Metal 1:
Scale bar: 20 um. Supply wires on this layer in grey.
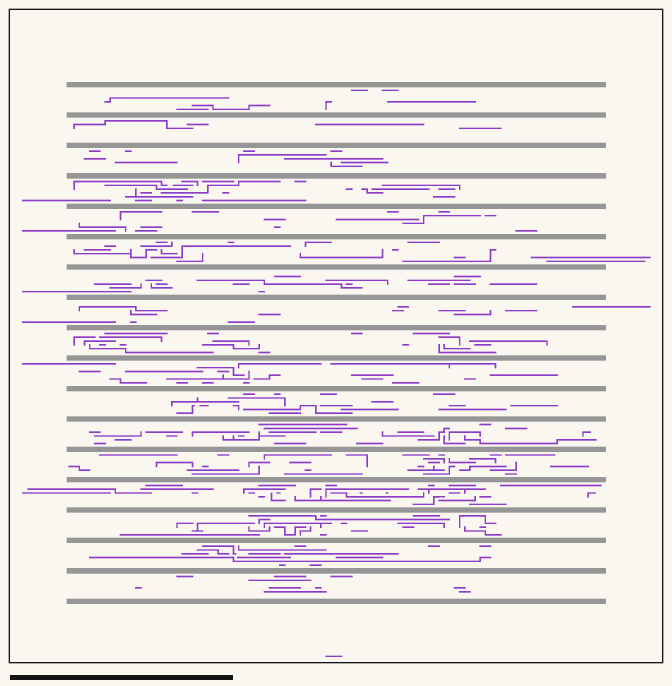
M2 wires:
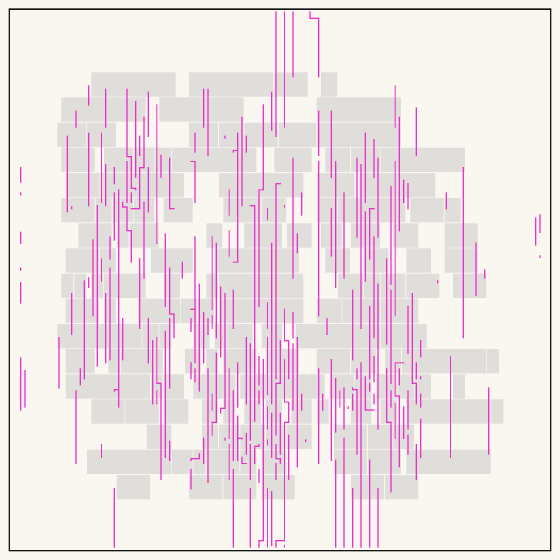
Signal wires on met3:
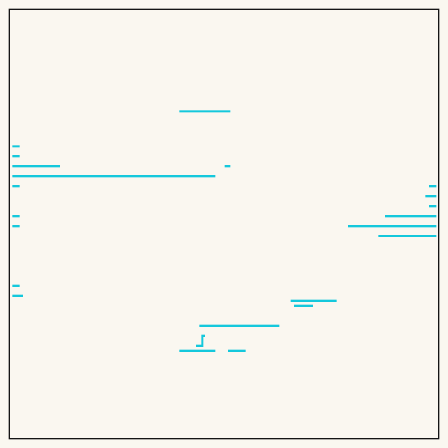
<file path="config.mk">
export PLATFORM = sky130hd
export DESIGN_NAME = and2_pipe_stage
export DESIGN_NICKNAME = d
export VERILOG_FILES = /design/src/rtl/and2_pipe_stage.sv
export SDC_FILE = /design/constraint.sdc
export NUM_CORES = 1
export LEC_CHECK = 0
export CAP_MARGIN = 5
export CORE_MARGIN = 5
export CORE_UTILIZATION = 46
export DETAILED_ROUTE_END_ITERATION = 6
export GPL_TIMING_DRIVEN = 1
export PLACE_DENSITY = 0.89
export SLEW_MARGIN = 40
export SYNTH_ARGS = -nofsm -noshare
export SYNTH_HDL_FRONTEND = slang
export SYNTH_SLANG_ARGS = --single-unit
</file>
<file path="constraint.sdc">
create_clock -name clk -period 2.5 [get_ports clk]
set_input_delay 0.25 -clock clk [delete_from_list [all_inputs] [get_ports clk]]
set_output_delay 0.25 -clock clk [all_outputs]
set_load 0.02 [all_outputs]
</file>
<file path="src/rtl/and2_pipe_stage.sv">
`default_nettype none
// ============================================================================
// Module   : and2_pipe_stage
// Purpose  : Registered 2-entry skid stage for a WIDTH-bit and2 bank, with
//            head popcount and a wrapping output-transfer counter.
// Revision : 1.0 - initial release
// ============================================================================
module and2_pipe_stage #(
  parameter int WIDTH = 5,
  parameter int CNT_W = 8,
  parameter int POP_W = 3
) (
  input  logic             clk,
  input  logic             rst_n,
  input  logic             in_valid,
  output logic             in_ready,
  input  logic [WIDTH-1:0] in_a,
  input  logic [WIDTH-1:0] in_b,
  output logic             out_valid,
  input  logic             out_ready,
  output logic [WIDTH-1:0] out_c,
  output logic [POP_W-1:0] out_ones,
  output logic [CNT_W-1:0] xfer_count
);

  localparam logic [1:0] S_EMPTY = 2'd0;
  localparam logic [1:0] S_ONE   = 2'd1;
  localparam logic [1:0] S_FULL  = 2'd2;

  logic [1:0]       state_q, state_d;
  logic [WIDTH-1:0] head_q, head_d;
  logic [WIDTH-1:0] tail_q, tail_d;
  logic [CNT_W-1:0] xfer_q, xfer_d;
  logic [WIDTH-1:0] and_w;
  logic             push_w;
  logic             pop_w;

  assign and_w  = in_a & in_b;
  assign push_w = in_valid & in_ready;
  assign pop_w  = out_valid & out_ready;

  always_ff @(posedge clk or negedge rst_n) begin
    if (!rst_n) begin
      state_q <= S_EMPTY;
    end else begin
      state_q <= state_d;
    end
  end

  always_comb begin
    state_d = state_q;
    case (state_q)
      S_EMPTY: if (push_w) state_d = S_ONE;
      S_ONE: begin
        if (push_w && !pop_w)      state_d = S_FULL;
        else if (!push_w && pop_w) state_d = S_EMPTY;
      end
      S_FULL:  if (pop_w) state_d = S_ONE;
      default: state_d = S_EMPTY;
    endcase
  end

  // Ready/valid depend only on state (and reset), never on the partner handshake.
  always_comb begin
    in_ready  = rst_n & (state_q != S_FULL);
    out_valid = (state_q != S_EMPTY);
  end

  // Entries are cleared when vacated so an empty stage always presents zero.
  always_comb begin
    head_d = head_q;
    tail_d = tail_q;
    case (state_q)
      S_EMPTY: if (push_w) head_d = and_w;
      S_ONE: begin
        if (push_w)     head_d = pop_w ? and_w : head_q;
        if (push_w && !pop_w) tail_d = and_w;
        if (!push_w && pop_w) head_d = '0;
      end
      S_FULL: begin
        if (pop_w) begin
          head_d = tail_q;
          tail_d = '0;
        end
      end
      default: begin
        head_d = '0;
        tail_d = '0;
      end
    endcase
  end

  always_comb begin
    xfer_d = xfer_q;
    if (pop_w) xfer_d = xfer_q + CNT_W'(1);
  end

  always_ff @(posedge clk or negedge rst_n) begin
    if (!rst_n) begin
      head_q <= '0;
      tail_q <= '0;
      xfer_q <= '0;
    end else begin
      head_q <= head_d;
      tail_q <= tail_d;
      xfer_q <= xfer_d;
    end
  end

  always_comb begin
    out_c    = out_valid ? head_q : '0;
    out_ones = '0;
    for (int i = 0; i < WIDTH; i++) begin
      out_ones = out_ones + POP_W'(out_c[i]);
    end
  end

  assign xfer_count = xfer_q;

endmodule
`default_nettype wire

</file>
==> flow_summary.json <==
{
  "status": "finished, final reports clean",
  "dp_hpwl_mm": 1.96,
  "seq_share_pct": 32.6,
  "rr_worst_depth": 8,
  "grt_overflow": 0,
  "finalHoldViolations": 0,
  "tns_ns": 0,
  "power_density_nw_per_um2": 1040,
  "numClockSinks": 20,
  "cp-end-kind": "output pin",
  "clock_path_buffers": 2,
  "htreeDepth": 1,
  "worstPathCellList": "nor2_4, nor2b_4, fa_1, fa_2, ha_4, buf_6",
  "top_cells_by_count": "dfrtp_1, o21ai_0, inv_1",
  "fin_crit_ns": 2.48,
  "cp.arrival_ns": 2.23,
  "comb_cells": 74,
  "nonClkBufAreaFrac_pct": 25.0,
  "min_period_over_period_pct": 99.3,
  "fp_util_pct": 48.2,
  "setup_violations": 0,
  "layout_top_cell": "clkdlybuf4s50_1",
  "min_path_type": "in2async",
  "postPlaceCellArea_um2": 1480,
  "p_total_mw": 1.60,
  "cts_root_buf": "clkbuf_4",
  "dominant_cells": "logic gates",
  "combPwrFrac_pct": 57.2,
  "cts_tree": "built",
  "fin_area_um2": 1530,
  "p_seq_share_pct": 33.0,
  "cts_resized": 12,
  "drive_gt1_share_pct": 19.7,
  "regArea_um2": 500,
  "drv_cap": 0,
  "crit_fanout": 4,
  "switching_power_mw": 0.660,
  "final_cells": 175,
  "top_area_cell": "dfrtp_1",
  "syn_inst": 104,
  "clock-skew-final_ns": 0.00459,
  "synth_nets": 125,
  "port_buffers": 31,
  "relSlewSlack_pct": 69.5,
  "fill_cells": 182,
  "swShare_pct": 41.4,
  "top_cell_area_share_pct": 46.5,
  "synth_cell_types": 23,
  "yosysMostFrequentCell": "dfrtp_1",
  "ff_type": "dfrtp_1",
  "async_flop_share_pct": 100,
  "hold_buffers": 0,
  "vdd_ir_drop_max_uv": 622,
  "drtPass1Iterations": 4,
  "placedCellCount": 170,
  "diodes": 0,
  "ys_seq_share_pct": 46.5,
  "worst_slew_pin_slew_ns": 0.455,
  "fin_nets": 170,
  "pre_cts_ws_ns": -0.248,
  "dieWidth_um": 58.4,
  "fmax_ghz": 0.403,
  "required_ns": 2.25,
  "ys.flops": 20,
  "final_util_pct": 68.7,
  "die.size.y_um": 58.4,
  "n_tap_cell": 28,
  "power_leakage_nw": 0.678,
  "num-nonclk-inverters": 8,
  "antenna_found_initial": 0,
  "lay_top_cells": "clkdlybuf4s50_1, dfrtp_1, o21ai_0, buf_4, inv_1",
  "startpoint_type": "flop",
  "timing_worst_setup_path_type": "reg2out",
  "die_area_um2": 3410,
  "grt_max_degree": 14,
  "drc_errors": 0,
  "syn_to_final_growth_pct": 42.6,
  "num-clock-buffers": 3,
  "gp_congestion": 0.742,
  "clock.latency.late_pin_ns": 0.31,
  "yosysCellCount": 104,
  "layout.area.comb_um2": 562,
  "ys_top_cells_by_area": "dfrtp_1, o21ai_0, ha_1",
  "edf_count": 0,
  "clk_pin_slew_ns": 0.11,
  "grt_pass1_vias": 963,
  "cp_slowest_stage_delay_ns": 0.49,
  "row_count": 17,
  "syn_area_um2": 1080,
  "avgViaCountPerCell": 5.31,
  "grt_pass1_wl_mm": 4.15,
  "warnings": 30,
  "drt_iter0_markers": 16,
  "ys_area_um2": 1080,
  "crit_slowest_cell": "fa_1",
  "signal_buffers": 42,
  "routedWlPerCell_um": 14.3,
  "syn_area_per_cell_um2": 10.3,
  "cts_buffers": 3,
  "sh_comb_area_pct": 36.6,
  "flop-count": 20,
  "intPower_mw": 0.936,
  "core_region_area_um2": 2230,
  "post_cts_buffers": 1,
  "track_usage_pct": 16.0,
  "ant_nets": 0,
  "rsz0062_at_grt": "true",
  "clkPwrFrac_pct": 9.8,
  "ys.warnings.count": 0,
  "clockNetworkAreaShare_pct": 1.47,
  "setup_ws_ns": 0.0168,
  "drv_slew": 0,
  "ioPinCount": 32,
  "hold_slack_ns": 0.284
}
About 'metal 1':
wire length on this layer: 1050 um
main direction: horizontal
nets with wire on the layer: 152
M1 GR Usage: 19.8%
vias: 929

About 'M2 wires':
wire length on this layer: 1320 um
longest straight run: 23.5 um
share of all routed wire: 53%
GR Layer Usage met2: 27.3%
Routed Wire Length: 2.51 mm

About 'signal wires on met3':
main direction: horizontal
share of all routed wire: 4.1%
longest straight run: 27.4 um
M3 GR Usage: 3.51%

## cell families (layout without fill, tap and decap cells)
logic type	Yosys count	after routing	share of synthesized area, %
AND-OR/OR-AND	23	23	12.8
flip-flops	20	20	46.5
AND/OR/NAND/NOR	32	32	15.9
multiplexers	5	5	5.23
adder cells (fa/ha/maj)	7	7	9.54
buffers and inverters	10	53	4.30
XOR/XNOR	7	7	5.70
## path summary, 6_finish.rpt
kind | slack (ns) | startpoint | end
setup / recovery | 0.02 | state_q[0] | out_ones[1]
hold / removal | 0.28 | rst_n | xfer_count[0]
setup reg to reg | 0.29 | state_q[1] | head_q[2]
hold reg to reg | 0.48 | xfer_count[7] | xfer_count[7]
max in group asynchronous | 2.03 | rst_n | head_q[3]
min in group clk | 0.48 | xfer_count[7] | xfer_count[7]
## power groups by stage
| stage | logic [mW] | clock network (mW) | registers [mW] |
|---|---|---|---|
| after global placement | 0.873 | 0 | 0.524 |
| after floorplan | 0.469 | 0 | 0.570 |
| after global routing | 0.996 | 0.170 | 0.546 |
| final | 0.913 | 0.156 | 0.527 |
| after detailed placement | 0.894 | 0 | 0.529 |
| after CTS | 0.894 | 0.159 | 0.529 |
## metal layers
layer	up-vias	wire length (um)	track usage (%)
met2	29	1320	27.3
met3	3	102	3.51
li1	449	-	-
met1	448	1050	19.8
met4	0	32	5.63
met5	-	0	0
## critical path, delay by kind of cell, from the launching register on
family / cells / cell delay [ns]
adder cells (fa/ha/maj): 3 / 1.13
buffers and inverters: 1 / 0.11
flip-flops: 1 / 0.43
AND/OR/NAND/NOR: 2 / 0.27
## flip-flops by register name, indices dropped and copies added, names as in the netlist
register	cells
xfer_count	8
head_q	5
tail_q	5
state_q	2
Power is estimated from default activity; no workload was simulated.
